Run 1, clock wires, drivers and flops:
Bar = 20 microns.
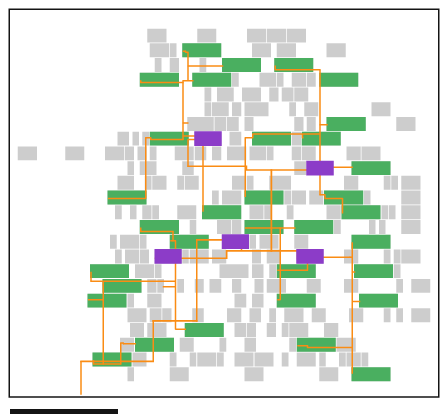
Run 1, sequential cells coloured by netlist name:
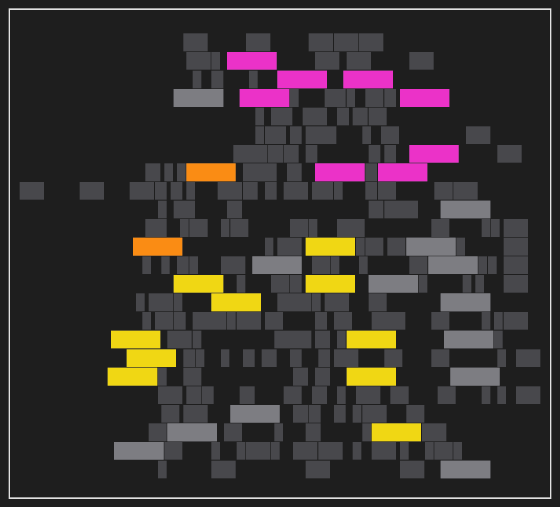
Run 1, clock wiring as the flow saved it:
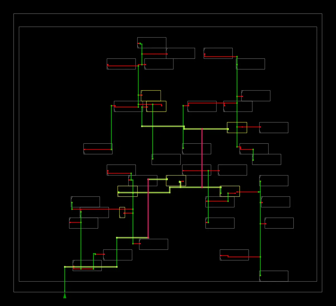
`config.mk`:
```
export PLATFORM = sky130hd
export DESIGN_NAME = bcd_stream_decoder
export DESIGN_NICKNAME = d
export VERILOG_FILES = /design/src/rtl/bcd_stream_decoder.sv
export SDC_FILE = /design/constraint.sdc
export NUM_CORES = 1
export LEC_CHECK = 0
export ABC_CLOCK_PERIOD_IN_PS = 3250
export CAP_MARGIN = 20
export CORE_ASPECT_RATIO = 0.9
export CORE_UTILIZATION = 30
export CTS_CLUSTER_DIAMETER = 200
export CTS_CLUSTER_SIZE = 12
export DETAILED_ROUTE_END_ITERATION = 10
export SYNTH_ARGS = -nofsm -noshare
export SYNTH_HDL_FRONTEND = slang
export SYNTH_SLANG_ARGS = --single-unit
```
`constraint.sdc`:
```
create_clock -name clk -period 3.25 [get_ports clk]
set_input_delay 0.325 -clock clk [delete_from_list [all_inputs] [get_ports clk]]
set_output_delay 0.325 -clock clk [all_outputs]
set_load 0.02 [all_outputs]
```
`src/rtl/bcd_stream_decoder.sv`:
```
// Streaming BCD-to-decimal decoder with a 2-entry output buffer, digit counter and sticky error.
// Optional macro BCD_DEC_ERR_CNT_EN adds a saturating invalid-code counter port err_cnt.
module bcd_stream_decoder #(
  parameter int CNT_W = 8
) (
  input  logic             clk,
  input  logic             rst,
  input  logic             in_valid,
  output logic             in_ready,
  input  logic [3:0]       in_bcd,
  output logic             out_valid,
  input  logic             out_ready,
  output logic [9:0]       out_y,
  output logic             out_err,
  output logic [CNT_W-1:0] digit_cnt,
  output logic             err_sticky,
  input  logic             clr_err
`ifdef BCD_DEC_ERR_CNT_EN
  ,
  output logic [CNT_W-1:0] err_cnt
`endif
);

  typedef enum logic [1:0] {EMPTY, ONE, FULL} state_t;

  state_t             state_q, state_d;
  logic [9:0]         head_y_q, head_y_d, tail_y_q, tail_y_d;
  logic               head_err_q, head_err_d, tail_err_q, tail_err_d;
  logic [CNT_W-1:0]   digit_cnt_q, digit_cnt_d;
  logic               err_sticky_q, err_sticky_d;

  logic               push, pop;
  logic               new_ok;
  logic [9:0]         new_y;

  assign in_ready  = !rst && (state_q != FULL);
  assign out_valid = (state_q != EMPTY);
  assign push      = in_valid && in_ready;
  assign pop       = out_valid && out_ready;

  assign new_ok = (in_bcd <= 4'd9);
  assign new_y  = new_ok ? (10'b1 << in_bcd) : 10'b0;

  assign out_y      = out_valid ? head_y_q : 10'b0;
  assign out_err    = out_valid ? head_err_q : 1'b0;
  assign digit_cnt  = digit_cnt_q;
  assign err_sticky = err_sticky_q;

  always_comb begin
    state_d      = state_q;
    head_y_d     = head_y_q;
    head_err_d   = head_err_q;
    tail_y_d     = tail_y_q;
    tail_err_d   = tail_err_q;
    digit_cnt_d  = digit_cnt_q;
    err_sticky_d = err_sticky_q;

    case (state_q)
      EMPTY: begin
        if (push) begin
          head_y_d   = new_y;
          head_err_d = !new_ok;
          state_d    = ONE;
        end
      end
      ONE: begin
        // With push and pop together the new entry replaces the departing head.
        if (push && pop) begin
          head_y_d   = new_y;
          head_err_d = !new_ok;
        end else if (push) begin
          tail_y_d   = new_y;
          tail_err_d = !new_ok;
          state_d    = FULL;
        end else if (pop) begin
          state_d = EMPTY;
        end
      end
      FULL: begin
        if (pop) begin
          head_y_d   = tail_y_q;
          head_err_d = tail_err_q;
          state_d    = ONE;
        end
      end
      default: state_d = EMPTY;
    endcase

    if (push && new_ok) begin
      digit_cnt_d = digit_cnt_q + 1'b1;
    end

    if (push && !new_ok) begin
      err_sticky_d = 1'b1;
    end else if (clr_err) begin
      err_sticky_d = 1'b0;
    end
  end

  always_ff @(posedge clk) begin
    if (rst) begin
      state_q      <= EMPTY;
      head_y_q     <= '0;
      head_err_q   <= 1'b0;
      tail_y_q     <= '0;
      tail_err_q   <= 1'b0;
      digit_cnt_q  <= '0;
      err_sticky_q <= 1'b0;
    end else begin
      state_q      <= state_d;
      head_y_q     <= head_y_d;
      head_err_q   <= head_err_d;
      tail_y_q     <= tail_y_d;
      tail_err_q   <= tail_err_d;
      digit_cnt_q  <= digit_cnt_d;
      err_sticky_q <= err_sticky_d;
    end
  end

`ifdef BCD_DEC_ERR_CNT_EN
  logic [CNT_W-1:0] err_cnt_q, err_cnt_d;

  assign err_cnt = err_cnt_q;

  // Clearing and counting in the same cycle leaves exactly one error recorded.
  always_comb begin
    err_cnt_d = err_cnt_q;
    if (clr_err) begin
      err_cnt_d = (push && !new_ok) ? CNT_W'(1) : '0;
    end else if (push && !new_ok && (err_cnt_q != {CNT_W{1'b1}})) begin
      err_cnt_d = err_cnt_q + 1'b1;
    end
  end

  always_ff @(posedge clk) begin
    if (rst) begin
      err_cnt_q <= '0;
    end else begin
      err_cnt_q <= err_cnt_d;
    end
  end
`endif

endmodule

```
==> Slide: Implementation Results, run 1 <==
Run Summary

CTS
  • CTS root buf: clkbuf_8
  • CTS tree: yes
  • Cts hold-fix bufs: 0
  • Clock Sinks: 33

STA
  • Setup violations, final: 0
  • Cycle use final: 69.3%
  • Min Hold Slack: 0.466 ns
  • Max Clk Rate: 444 MHz

Placement
  • DP HPWL: 2410 microns
  • DP Cell Count: between 200 and 300
  • Routability cong.: 0.787

Global routing
  • Initial antenna violation count: 0
  • Number of global-route vias before repair: 1258
  • Global-route wire length before repair: 5860 microns

Logic synthesis
  • Seq share, synth: 41.2%
  • Commonest cells post-synth: 39 x nor2_1, 33 x dfxtp_1, 22 x a211oi_1
  • Yosys chip area: 1600 sq um
  • EDFF count, synth: 0
  • Syn Area/Cell: approximately 8.1 sq um

Critical path
  • R2R depth: 4
  • R2R Path End: digit_cnt[7]
  • Crit Path Class: flop to primary output
  • Max FO, Critical Path: 12
  • CP endpoint kind: primary output

Finish
  • Antenna Cells: 0
  • Sequential share of cell area: 32.5%
  • Fill count: 525
  • Clk cell area share: 4.24%
  • Top cell category: multi-input combinational cells
  • P&R area growth vs syn: 26.9%
  • Final core occ: between 40% and 50%
  • Share of post-route cells with drive strength above 1: roughly 5.8%

Power and ir drop
  • Maximum VDD drop: 174 uV
  • Leak Pwr: 0.680 nW
  • Power per cell area: 414 nW/um^2

Status
  • Outcome: complete, no violations

Detailed routing
  • First-pass DRT Iterations: 4

Floorplanning
  • IO Pins: 31
## Picture notes: 'clock wires, drivers and flops'
[clock wires] orange | length: 437 microns
[clock-net drivers] purple | count: 5
[flip-flops] green | count: 33
routed clock nets: 6

## Picture notes: 'sequential cells coloured by netlist name'
[tail_y_q] yellow | placed flops: 10
[state_q] orange | placed flops: 2
[digit_cnt] magenta | placed flops: 8
not coloured: 13

## Picture notes: 'clock wiring as the flow saved it'
flop count: 33
CTS Buf Count: 5
Clk. pwr: 0.306 mW
Worst-Skew Late Latency: 0.28 ns

[run 1: placed cells by master, fill, tap and decap left out, types with 3 or more instances in the layout]
cell type,count
nor2_1,39
dfxtp_1,33
clkdlybuf4s50_1,30
a211oi_1,22
inv_1,17
mux2i_1,12
nor3_1,10
nor4_1,7
nand2b_1,6
a21oi_1,6
clkbuf_8,6
nand3_1,4
buf_4,4
or4_1,3
o21ai_0,3
nand2_1,3
[run 1: worst reg2reg max path: stages, from the launching register on]
cell and delay (ns):
dfxtp_1 0.36, nor2b_1 0.26, or3_1 0.52, or4_1 0.54
a21oi_1 0.15
[run 1: how the worst max path moves through the flow]
stage,endpoint,slack [ns],depth (start not counted)
2_1_floorplan,digit_cnt[5],1.43,6
3_3_place_gp,digit_cnt[7],0.88,5
3_5_place_dp,digit_cnt[7],0.84,5
4_1_cts,out_y[8],0.92,3
5_1_grt,out_y[5],0.77,3
6_report,out_y[4],1.0,3
[run 1: report_power, final]
part / total [mW] / switching, mW / internal, mW
clock: 0.306 / 0.138 / 0.168
sequential: 0.424 / 0.00624 / 0.418
combinational: 0.113 / 0.0660 / 0.0466
total: 0.843 / 0.211 / 0.632
[run 1: layer usage]
layer / part of all wire, % / routed length [microns] / GRT usage (%) / vias to the layer above
met5: 0 / 0 / 0 / -
li1: - / - / - / 736
met3: 4.2 / 142 / 4.33 / 4
met4: 0.85 / 29 / 4.24 / 0
met2: 45 / 1520 / 20.1 / 27
met1: 50 / 1720 / 18.1 / 630
[run 1: state kept, by name, summed over array words and instances, names as in the netlist]
| register | cells |
|---|---|
| digit_cnt | 8 |
| err_sticky | 1 |
| head_err_q | 1 |
| head_y_q | 10 |
| state_q | 2 |
| tail_err_q | 1 |
| tail_y_q | 10 |
==> run 1 -> run 2 <==
- ABC_CLOCK_PERIOD_IN_PS: 3250 -> 1950
- clock period: 3.25 -> 1.95 ns (I/O delays scaled with it)
Run 2, placement by cell class:
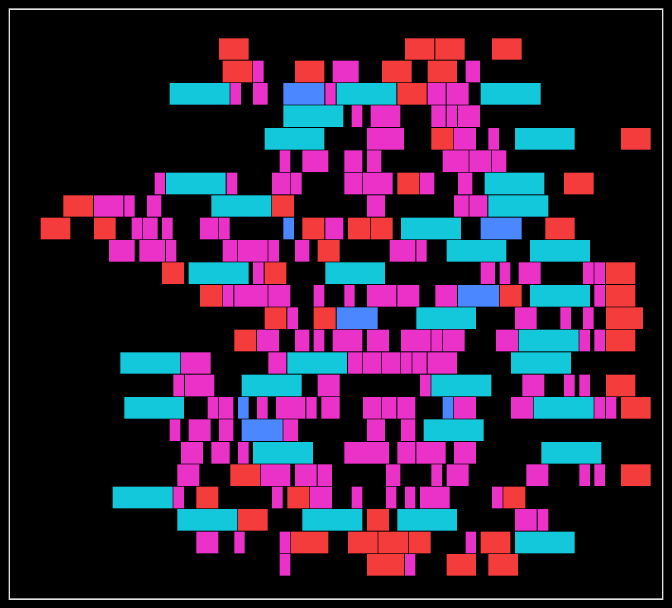
[registers] cyan | cells: 33 | share of their area: 32%
[remaining buffers and delay cells] red | cells: 50 | share of their area: 22%
[clock drivers and dummy loads] blue | cells: 8 | share of their area: 3.9%
[remaining logic cells] magenta | cells: 149 | share of their area: 42%

==> run 2 against run 1 <==
  * Sequential cell count unchanged
  * Synthesized area unchanged
  * Sequential power up 66%
  * Clock-buffer cell count up 1
  * Clock power up 59%
  * Critical path depth up 2
  * Non-clock buffer count up 16
  * Worst hold slack worse by 0.0017 ns
==> Slide: Implementation Results, run 2 <==
Run Summary

Critical path
  • Crit Path Class: flop to primary output
  • Max FO, Critical Path: 12

CTS
  • CTS tree: yes
  • Cts hold-fix bufs: 0
  • CTS root buf: clkbuf_8
  • Clock Sinks: 33

Logic synthesis
  • Seq share, synth: 41.2%
  • Yosys chip area: 1600 sq um
  • Syn Area/Cell: about 8 sq um
  • Commonest cells post-synth: 39 x nor2_1, 33 x dfxtp_1, 22 x a211oi_1

Detailed routing
  • First-pass DRT Iterations: 4

Placement
  • DP HPWL: 2620 microns
  • DP Cell Count: 297

Power and ir drop
  • Maximum VDD drop: roughly 260 uV
  • Logic pwr share: 15.5%
  • Leak Pwr: 0.805 nW
  • Switching share of power: 25.7%

Global routing
  • Initial antenna violation count: 0
  • Number of global-route vias before repair: 1287
  • Global-route wire length before repair: 6290 microns

STA
  • Cycle use final: 95.4%
  • Max Clk Rate: 538 MHz

Finish
  • Final core occ: 43.3%
  • Most frequent cells in the layout: 39 x nor2_1, 33 x dfxtp_1, 27 x clkdlybuf4s50_1, 22 x a211oi_1, 20 x buf_4
  • Share of post-route cells with drive strength above 1: 11.7%
  • P&R area growth vs syn: 34.5%

Status
  • Outcome: complete, no violations

Floorplanning
  • IO Pins: 31
## run 2: power by group through the flow
stage,clock [mW],combinational (mW),sequential [mW]
after global placement,0,0.217,0.719
final,0.487,0.218,0.705
after CTS,0.505,0.219,0.704
after floorplan,0,0.120,0.722
after global routing,0.539,0.240,0.707
after detailed placement,0,0.218,0.720
## run 2: kinds of logic after synthesis
group	share of synthesized area (%)
and+or+nand+nor	23.7
AOI/OAI and AO/OA	15.5
buffers and inverters	8.42
DFF	41.2
muxes	8.19
xor gates and xnor gates	2.18
adders and majority gates	0.780
## run 2: critical path, delay by kind of cell (launching register included)
| kind | cells | cell delay (ns) |
|---|---|---|
| buf+inv | 3 | 0.92 |
| flops | 1 | 0.32 |
| simple gates | 2 | 0.15 |
## run 2: cell type report
cell class / count / area, sq um
repair buffers: 50 / 458
clock buffers: 8 / 80.1
well taps: 65 / 81.3
multi-input cells: 132 / 813
inverters: 17 / 63.8
flip-flops and latches: 33 / 661
fillers: 496 / 2830
## run 2: final timing paths
| check | start | end | slack (ns) | cells after the start |
|---|---|---|---|---|
| max | state_q[1] | out_y[6] | 0.09 | 5 |
| min reg2reg | head_y_q[6] | head_y_q[6] | 0.46 | 2 |
| max reg2reg | state_q[0] | digit_cnt[5] | 0.16 | 4 |
| min | head_y_q[6] | head_y_q[6] | 0.46 | 2 |
## run 2: routing by layer
layer  vias to the layer above  GRT usage, %  wire (microns)  part of all wire [%]
met1                       686          20.3            1880                    51
met2                        20          20.5            1610                    44
met4                         0          7.27              69                   1.9
li1                        768             -               -                     -
met3                         5          3.18             109                   3.0
met5                         -             0               0                     0
==> run 2 -> run 3 <==
- CORE_MARGIN: default -> 2
Run 3, clock wiring as the flow saved it:
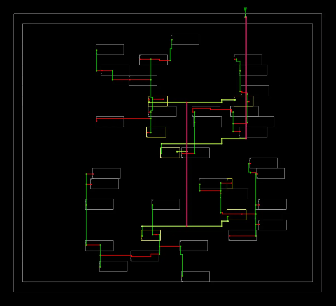
Clk. pwr: 0.508 mW
Clock Skew: 0.00432 ns
Clock Sinks: 33

==> run 3 against run 2 <==
  * Power up 1.4%
  * Critical path depth is the same
  * Sequential share of layout area is 0.23 points lower
  * Critical endpoint unchanged
  * Design area is 0.75% higher
  * Die size increased by 5.4%
  * Utilization down 1.4 points
==> Slide: Implementation Results, run 3 <==
Run Summary

Critical path
  • R2R depth: 4
  • Worst setup startpoint: state_q[1]
  • Reg2reg start: state_q[0]
  • CP endpoint kind: primary output
  • Max FO, Critical Path: 12
  • R2R Path End: digit_cnt[7]

STA
  • Cycle use final: a little over nine tenths
  • Min Hold Slack: roughly 0.47 ns
  • Max Clk Rate: between 500 and 600 MHz
  • Setup violations, final: 0

Logic synthesis
  • EDFF count, synth: 0

Power and ir drop
  • Int Pwr: 1.07 mW
  • Power per cell area: 657 nW/um^2
  • Sw Pwr: about 0.36 mW
  • Combinational group power: 0.215 mW

Global routing
  • Initial antenna violation count: 0
  • Met1 GRT Util: approximately 17%
  • Met3 Use GR: between 3 and 4%

Hold path
  • Worst hold endpoint: head_y_q[4]
  • Worst Hold Depth: 2
  • Hold Startpoint: head_y_q[4]

Floorplanning
  • IO Pins: 31

Placement
  • Routability cong.: 0.752

Status
  • Outcome: complete, no violations

Detailed routing
  • Metal-1 WL: between 1500 and 2000 microns
  • Met2 wire length: 1610 microns

CTS
  • Worst-Skew Late Latency: 0.28 ns
  • CTS root buf: clkbuf_8
## run 3: cell count changes in the layout (fill, tap and decap cells not counted), sizes merged
cell,previous run,this run
buf,20,19
clkbuf,8,7
## run 3: worst max-delay path by stage
stage                               to  slack, ns  cells past startpoint
after CTS                     out_y[5]       0.05                      5
after global routing          out_y[4]       0.01                      5
after global placement    digit_cnt[7]      -0.17                      5
final                         out_y[6]       0.07                      5
after floorplan           digit_cnt[6]       0.23                      5
after detailed placement  digit_cnt[7]      -0.17                      5
## run 3: what timing repair did
action | 4_1_cts | 5_1_grt
resized | 1 | 3
hold endpoints to repair | 0 | 0
setup endpoints to repair | 1 | 3
setup buffers | 0 | 0
## run 3: cell type report
class | count | area [sq um] | share of cell area [%]
clock buffers | 7 | 86.3 | 3.97
inverters | 17 | 63.8 | 2.94
multi-input cells | 132 | 816 | 37.5
flip-flops and latches | 33 | 661 | 30.4
well taps | 67 | 83.8 | 3.86
repair buffers | 49 | 463 | 21.3
## run 3: per-stage QoR
stage | total power, mW | instance area, sq um | std cells
4_1_cts | 1.45 | 2170 | 305
3_3_place_gp | 0.934 | 2080 | 298
3_5_place_dp | 0.936 | 2080 | 298
6_report | 1.43 | 2170 | 305
2_1_floorplan | 0.842 | 1600 | 198
5_1_grt | 1.49 | 2170 | 305
## run 3: logic make-up (layout without fill, tap and decap cells)
| kind of cell | after synthesis | count (layout) | synth area share (%) |
|---|---|---|---|
| compound gates | 35 | 35 | 15.5 |
| xor+xnor | 4 | 4 | 2.18 |
| fa+ha+maj | 1 | 1 | 0.780 |
| buf+inv | 33 | 73 | 8.42 |
| flops | 33 | 33 | 41.2 |
| mux | 13 | 13 | 8.19 |
| simple gates | 79 | 79 | 23.7 |

==> notes/layouts.md <==
Pictures saved along the way, in no particular order.

Gate-type map.
panel A
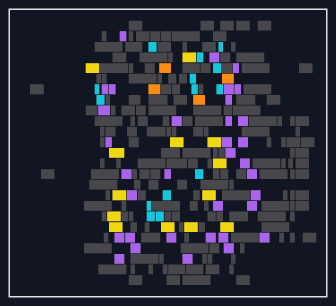
panel B
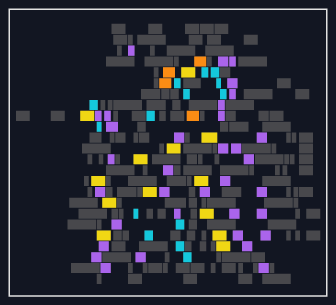
run 3: panel A
run 1: panel B

Power is estimated from default activity; no workload was simulated.
